==> config.mk <==
export PLATFORM = sky130hd
export DESIGN_NAME = uart_transmitter
export DESIGN_NICKNAME = d
export VERILOG_FILES = /design/src/rtl/uart_transmitter.sv
export SDC_FILE = /design/constraint.sdc
export NUM_CORES = 1
export LEC_CHECK = 0
export CORE_UTILIZATION = 57
export CTS_BUF_LIST = sky130_fd_sc_hd__clkbuf_8
export CTS_CLUSTER_DIAMETER = 100
export CTS_CLUSTER_SIZE = 10
export DETAILED_ROUTE_END_ITERATION = 16
export PLACE_DENSITY_LB_ADDON = 0.2
export SLEW_MARGIN = 5
export SYNTH_ARGS = -nofsm -noshare
export SYNTH_HDL_FRONTEND = slang
export SYNTH_SLANG_ARGS = --single-unit
export TNS_END_PERCENT = 10
==> constraint.sdc <==
create_clock -name CLKIN -period 1.9 [get_ports CLKIN]
set_input_delay 0.285 -clock CLKIN [delete_from_list [all_inputs] [get_ports CLKIN]]
set_output_delay 0.285 -clock CLKIN [all_outputs]
set_load 0.02 [all_outputs]
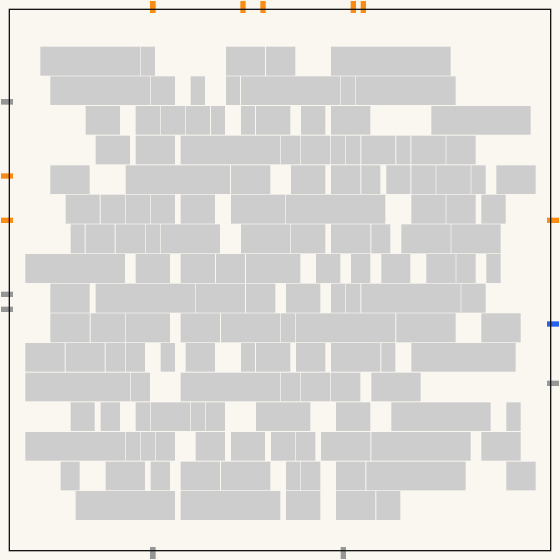
*Ports around the boundary, run 1*
Pins as bars across the die edge, other pins in gray.
`data`: marked orange, pins 8, direction input, edge 5 top, 2 left, 1 right. `tx`: marked blue, pins 1, direction output, edge right.
All pins by edge: 5 left, 5 top, 3 right, 2 bottom.
Die H: 49.6 um
Die W: 49.6 um
IO Port Bufs: 14

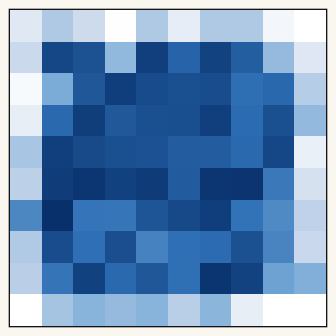
*Cell area per tile, run 1*
The die is cut into 10 by 10 equal tiles; white is low, dark blue is high, 0 to 100% covered.
5.0% of the tiles are nearly empty. The fullest tile reaches 100%. 48% of the tiles are over 75% full. The densest ninth of the die: middle. The mean over all tiles is 62%.
Initial Utilization: 0.632
Core Area: 2040 um2
fin util: 0.757

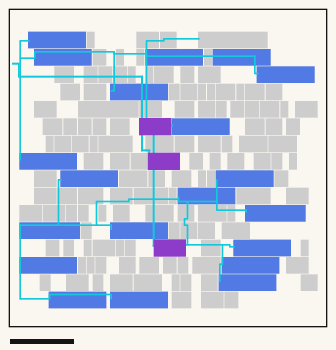
*Clock distribution, run 1*
Bar = 10 um.
clock-net drivers: marked purple, count 3. clock wires: marked cyan, length 261 um. flip-flops: marked blue, count 20.
Position of the flops: all over the die.
Clock power frac: 0.210
clock skew: 5.75 ps

==> GITHUB_STEP_SUMMARY, run 1 <==
### Yosys + OpenROAD results

| Metric | Value |
|---|---|
| Wirelength, routed | `2750 um` |
| Via density | `6.19` |
| Synth top cells by count | `18 x dfrtp_1, 15 x inv_1, 10 x o21ai_0, 7 x ha_1` |
| Seq share, synth | `0.390` |
| Yosys Instances | `around 130` |
| Total die size | `2460 um2` |
| Hold WS | `345 ps` |
| Grt ovf | `0` |
| Sequential share of cell area | `0.325` |
| DRT Pass-1 Iters | `4` |
| Final Hold Vio Count | `0` |
| Power Clock | `about 0.00043 W` |
| Commonest Layout Cell | `dfrtp_1` |
| Fin crit share | `0.936` |
| CP Class | `reg2out` |
| EDFF count, synth | `0` |
| Seq cells post-synth | `20` |
| Dpl cells | `172` |
| Internal cell power | `0.00130 W` |
| Final total negative setup slack | `0 ps` |
| Leading area contributor after synthesis | `dfrtp_1` |
| Drt drc | `0` |
| CP max stage cell | `clkdlybuf4s50_1` |
| Status | `completed` |
| Fill cell count | `roughly 150` |
| Dpl cell area | `1460 um2` |
| Clock-cell share of area | `0.0461` |
| Net Sw Power | `between 0.0007 and 0.0008 W` |
| Slowest stage delay, CP | `620 ps` |
| CTS root buf | `clkbuf_8` |
| Inverters | `15` |
| Tally of OpenROAD warnings | `29` |
| H-tree levels | `1` |
| Dominant logic cell types in the final layout | `18 x dfrtp_1, 15 x inv_1, 14 x clkdlybuf4s50_1` |
## run 1: logic make-up after synthesis
| kind of cell | Yosys count | synth area share |
|---|---|---|
| adders and majority gates | 7 | 0.0679 |
| xor gates and xnor gates | 2 | 0.0136 |
| and+or+nand+nor | 29 | 0.131 |
| muxes | 3 | 0.0272 |
| DFF | 20 | 0.390 |
| AOI/OAI and AO/OA | 46 | 0.271 |
| buffers and inverters | 22 | 0.0999 |
## run 1: what timing repair did
item,in CTS,in global routing
hold buffers,0,0
resized,0,6
endpoints found under the setup margin,0,8
## run 1: per-layer routing
layer | part of all wire | vias up
met4 | 0.011 | 0
met2 | 0.47 | 27
met3 | 0.032 | 5
met1 | 0.49 | 539
li1 | - | 519
met5 | 0 | -
==> run 1 -> run 2 <==
--- a/config.mk
+++ b/config.mk
@@ -10,6 +10,7 @@
 export CTS_CLUSTER_DIAMETER = 100
 export CTS_CLUSTER_SIZE = 10
 export DETAILED_ROUTE_END_ITERATION = 16
+export MAX_ROUTING_LAYER = met4
 export PLACE_DENSITY_LB_ADDON = 0.2
 export SLEW_MARGIN = 5
 export SYNTH_ARGS = -nofsm -noshare
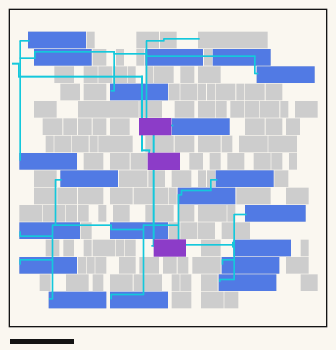
*Clock distribution, run 2*
Bar = 10 um.
clock wires: marked cyan, length 267 um. clock-net drivers: marked purple, count 3. flip-flops: marked blue, count 20.
There are 4 routed clock nets. Position of the flops: all over the die.
clock skew: 7.13 ps
Clock power frac: 0.211
Power Clock: 0.000433 W
Latency at later pin: 260 ps

==> run 2 against run 1 <==
Net effect:
- maximum frequency is essentially flat
- hold slack lost 1.4 ps
- final cell count is the same
- register-to-register slack is essentially flat
- design area is the same
- critical path type unchanged
- first-iteration DRC count shrank 18%
- sequential share of layout area is the same
- worst setup slack lost 1.5 ps
- largest power group unchanged
- global-route usage grew 0.74 points
- combinational power is essentially flat
- clock power is essentially flat
- critical endpoint unchanged
- core utilization is the same
==> GITHUB_STEP_SUMMARY, run 2 <==
### Yosys + OpenROAD results

| Metric | Value |
|---|---|
| Dpl cell area | `1460 um2 (unchanged)` |
| XOR Share, Synth | `0.0136 (unchanged)` |
| Synth top cells by count | `18 x dfrtp_1, 15 x inv_1, 10 x o21ai_0, 7 x ha_1` |
| Tally of OpenROAD warnings | `29 (unchanged)` |
| EDFF count, synth | `0 (unchanged)` |
| Startpoint Class | `flop` |
| Initial Utilization | `0.632 (unchanged)` |
| Simple-Gate Area Share | `0.131 (unchanged)` |
| Fin util | `0.757 (unchanged)` |
| CP Class | `reg2out` |
| CP top delay family | `buffers and inverters` |
| Dpl cells | `172 (unchanged)` |
| DRT Pass-1 Iters | `4 (unchanged)` |
| Internal cell power | `0.00130 W (unchanged)` |
| Fin crit share | `0.936 (about the same)` |
| Slowest stage delay, CP | `620 ps (about the same)` |
| CTS root buf | `clkbuf_8` |
| Die W | `49.6 um (unchanged)` |
| Grt ovf | `0 (unchanged)` |
| Fill cell count | `149 (unchanged)` |
| H-tree levels | `1 (unchanged)` |
| Final Hold Vio Count | `0 (unchanged)` |
| RSZ-0062 raised after global routing | `false` |
| Status | `completed` |
| Yosys Instances | `129 (unchanged)` |
| IO Port Bufs | `14 (unchanged)` |
| Leading area contributor after synthesis | `dfrtp_1` |
| Drt drc | `0 (unchanged)` |
| Die H | `49.6 um (unchanged)` |
| Area fraction in mux cells | `0.0272 (unchanged)` |
| Wirelength, routed | `2760 um (+0.22%)` |
| Total die size | `2460 um2 (unchanged)` |
| Core Area | `2040 um2 (unchanged)` |
| Seq cells post-synth | `20 (unchanged)` |
| Net Sw Power | `0.000761 W (+0.48%)` |
| Seq share, synth | `0.390 (unchanged)` |
| Final total negative setup slack | `0 ps (unchanged)` |
| Commonest Layout Cell | `dfrtp_1` |
| Hold WS | `343 ps (-1.39 ps)` |
| Dominant logic cell types in the final layout | `18 x dfrtp_1, 15 x inv_1, 14 x clkdlybuf4s50_1` |
| Top comb family, area | `AND-OR/OR-AND gates` |
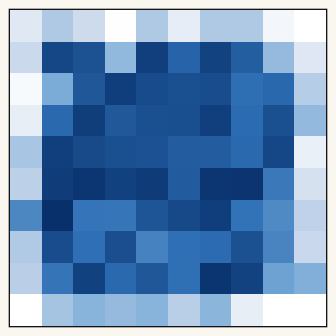
*Cell area per tile, run 2*
The die is cut into 10 by 10 equal tiles; white is low, dark blue is high, 0 to 100% covered.
48% of the tiles are over 75% full. 5.0% of the tiles are nearly empty. The fullest tile reaches 100%.

==> run 2: cell counts after synthesis <==
Identical to the previous run, type by type.
==> run 2: layer usage <==
metal | part of all wire | wire, um | vias to the layer above
li1 | - | - | 521
met1 | 0.49 | 1350 | 531
met2 | 0.47 | 1290 | 21
met3 | 0.030 | 84 | 5
met4 | 0.011 | 29 | 0
met5 | 0 | 0 | -
==> run 2: area by class of cell <==
class,instances,area share
Clock buffer,3,0.0267
Clock inverter,1,0.0194
Inverter,15,0.0364
Multi-Input combinational cell,87,0.436
Sequential cell,20,0.325
Tap cell,27,0.0218
Timing Repair Buffer,23,0.134
==> run 2: what timing repair did <==
item,in CTS,in global routing
hold buffers,0,0
resized,0,6
endpoints found under the setup margin,0,8
Power is estimated from default activity; no workload was simulated.
